==> config.mk <==
export PLATFORM = sky130hd
export DESIGN_NAME = mc_ctrl_flat
export DESIGN_NICKNAME = d
export VERILOG_FILES = /design/src/rtl/mc_ctrl_if.sv /design/src/rtl/mc_ctrl.sv /design/src/flat_wrapper.sv
export SDC_FILE = /design/constraint.sdc
export NUM_CORES = 1
export LEC_CHECK = 0
export CAP_MARGIN = 10
export CORE_UTILIZATION = 40
export CTS_CLUSTER_DIAMETER = 100
export DETAILED_ROUTE_END_ITERATION = 8
export PLACE_DENSITY = 0.83
export SLEW_MARGIN = 20
export SYNTH_ARGS = -nofsm -noshare
export SYNTH_HDL_FRONTEND = slang
export SYNTH_SLANG_ARGS = --single-unit
==> constraint.sdc <==
create_clock -name clk -period 3.07 [get_ports clk]
set_clock_uncertainty 0.15 [all_clocks]
set_input_delay 0.921 -clock clk [delete_from_list [all_inputs] [get_ports clk]]
set_output_delay 0.921 -clock clk [all_outputs]
set_load 0.01 [all_outputs]
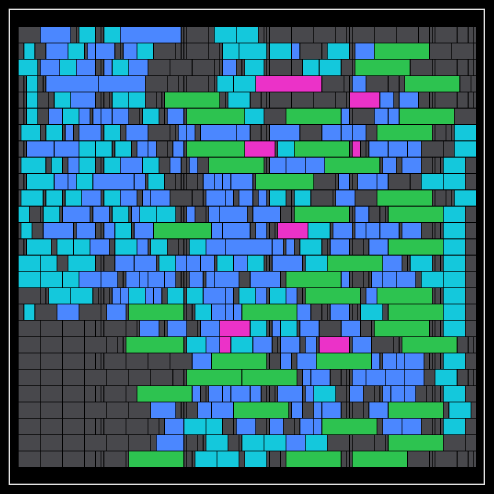
Figure 1: placed cells, one colour a class.
Drawn at 6 px/µm. Fill, decap, tap and diode cells in grey.
- remaining buffers and delay cells: cyan (cells 120)
- remaining logic cells: blue (cells 193)
- clock drivers and dummy loads: magenta (cells 8)
- registers: green (cells 40)
post-route cell area: 3680 µm²
Core Area: 5610 µm²
flop share of the area: 27.3%

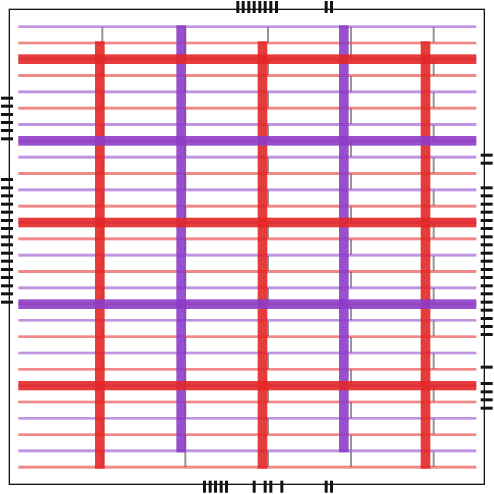
Figure 2: supply network.
Drawn at 6 px/µm. Pins as bars on the die edge. Tap cells in grey.
- VSS: red
- VDD: purple
- met4 straps: 5
- met1 rails: 28
- tap cells: 72
- rows: 27
die extent in y: 78.9 µm
Die Wd: 78.9 µm
VDD IR max: 0.438 mV

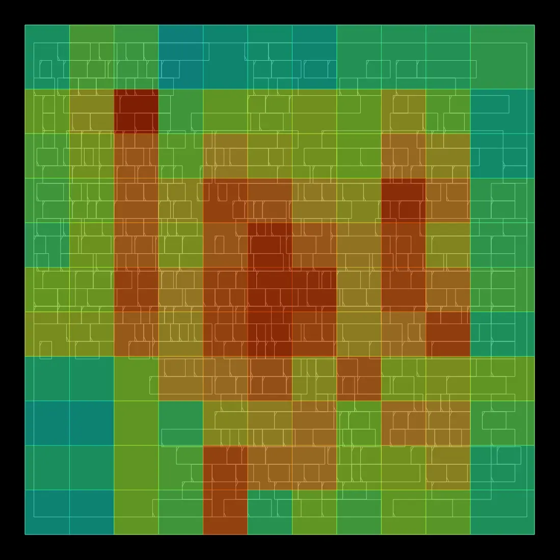
Figure 3: congestion heat map.
GR Util met3: 3.79%
All-Layer GR Usage: 21.4%
gr busiest metal: met2
final core occ: 65.7%
GRT met1 Usage: 26.4%

==> impl_metrics.yaml <==
# implementation run metrics
run_status:
  outcome: "complete, but fails checks"
  violations: "setup timing"
final_timing:
  worstMarginPinSlew_ps: 497
  report.final.slew_viol_count: 0
  setup-violations-final: 1
  final.setup.tns_ps: -378
  post-route-min-period_ps: 3450
  slew_headroom_pct: 66.9
  setup_slack_ps: -378
  finalCritPeriodShare_pct: 112
  max_clock_freq_mhz: 290
  hold_violations: 0
  rsz0062_at_grt: "true"
placed_design:
  placed_area_um2: 3340
  dp_hpwl_mm: 4.48
  place_congestion: 0.887
  numPortBuffers: 68
layout:
  antenna_cells: 0
  final-comb-area_um2: 1420
  nFillCells: 460
  drive_above_1_share_pct: 29.4
  nNetsFinal: 377
  largest_reg_flops: 32
  register_area_um2: 1010
power_and_ir_drop:
  power_frac_comb_pct: 45.9
  pwr-share-clk_pct: 20.3
  power.internal_uw: 1330
  power.switching_uw: 736
  power_frac_seq_pct: 33.8
  sw_frac_of_total_pct: 35.6
  power.total_uw: 2070
  power.density_nw_per_um2: 561
  power_leakage_uw: 0.00165
drt:
  drt_iter0_markers: 77
  drt_pass1_iterations: 4
  ant_nets: 0
  wirelength_mm: 6.55
  routed_wire_length_per_instance_um: 15.1
  vias_per_cell: 5.36
  vias: 2321
cts:
  clkLatencyLatePin_ps: 290
  clockBufferDepth: 2
  clockRootBuffer: "clkbuf_8"
  cts_tree: "yes"
  ctsHoldBuffers: 0
  cts.clk_slew.worst_paths_ps: 80
  cts_buffers: 5
  htree_levels: 2
setup_path:
  worstRegToRegCells: 9
  path_class: "in -> out"
  start_kind: "input pin"
  cp-end-kind: "output pin"
  crit_fanout: 2
  slowest_stage: "or4b_4"
  cp_num_buf_inv: 3
  required_ps: 2000
  crit_family: "simple AND/OR/NAND/NOR gates"
  crit_chain: "buf_6, or4b_4, a211oi_2, buf_4, nor3_2, o21ai_1, nand2_1, nor2_2, buf_2"
  slowest_delay_ps: 520
  cp.arrival_ps: 2380
  ff2ff_setup_slack_ps: 670
  crit_cells: 9
floorplanning:
  rows: 27
  ios: 69
  fp_util_pct: 42.2
  dieArea_um2: 6230
synth:
  synthesis.area_um2: 2370
  yosys_warnings: 0
  synth-main-ff-cell: "dfrtp_1"
  netlist_instances: 246
  synthTopCellsByCount: "dfrtp_1 (40), xnor2_1 (27), nand2_1 (23)"
  yosysCellCount: 246
  syn_area_per_cell_um2: 9.62
  synth-edff-count: 0
  fp_nets: 263
  ys.flops: 40
  synth-async-reset-ratio_pct: 100
  yosys_area_um2: 2370
  yosysMostFrequentCell: "dfrtp_1"
  synth_top_area_share_pct: 42.3
  largest_area_cell: "dfrtp_1"
  top_cells_by_area: "dfrtp_1 (42%), xnor2_1 (10%), nand2_1 (3.6%), nand3_1 (3.2%), xor2_1 (2.6%)"
global_route:
  grt_pass1_wl_mm: 10.5
  antenna_found_initial: 0
  grt_overflow: 0
  grt_pass1_vias: 2256
  grt_max_degree: 41
min_path:
  min_path_type: "reg -> reg"
job:
  drv_cap: 0
cells in the final DEF, fill, tap and decap left out, drive strengths merged, types with 3 or more instances in the layout:
cell type,instances
xnor2,27
clkdlybuf4s50,49
a21oi,5
nand4,8
xor2,7
nand2,23
nand3,15
clkbuf,10
inv,8
dlygate4sd2,6
nor2,11
o32ai,3
nand2b,6
and2,5
and3,7
o21ai,7
nor2b,5
nor4,3
buf,58
dfrtp,40
o22ai,3
nor3,7
dlymetal6s2s,3
and4,7
stage by stage:
stage	instances	hold slack, ps	worst slack [ps]
floorplan	246	349	-130
global placement	408	310	-1090
detailed placement	408	313	-1140
CTS	429	328	-458
global route	433	349	-433
finish	433	330	-378
worst reg2reg max path: stages, from the launching register on:
cell and delay, ps:
dfrtp_2 440, buf_4 160, nand2b_4 110, buf_4 140, a32o_1 200, buf_4 160
and4_4 240, and4_1 380, nand3_1 160, xnor2_1 150
power groups by stage:
stage                     logic (µW)  clock network, µW  registers [µW]
final                            949                419             699
after global routing            1020                454             708
after CTS                        881                429             692
after detailed placement         758                  0             710
after global placement           747                  0             705
after floorplan                  427                  0             687
repair_timing:
| item | 4_1_cts | 5_1_grt |
|---|---|---|
| setup endpoints to repair | 11 | 7 |
| resized | 58 | 20 |
| gates cloned | 0 | 0 |
| buffers inserted | 13 | 4 |
| pin swaps | 10 | 9 |
layer usage:
metal	routed length, µm	global-route usage (%)	up-vias
li1	-	-	1111
met1	2910	26.4	1125
met5	0	0	-
met4	55	7.45	0
met2	3350	37.7	79
met3	238	3.79	6
kinds of logic after synthesis:
group           count (synthesis)  share of synthesized area [%]
xor+xnor                       34                           12.6
fa+ha+maj                       1                          0.528
buf+inv                        21                           3.91
simple gates                  111                           26.9
compound gates                 36                           12.4
flops                          40                           42.3
mux                             3                           1.37
final cells by class:
class	instances	share of cell area (%)
multi-input cells	185	38.4
repair buffers	120	28.1
flip-flops and latches	40	27.3
well taps	72	2.45
clock buffers	6	1.97
clock inverters	2	0.951
inverters	8	0.815
Power and IR drop assume default switching activity.
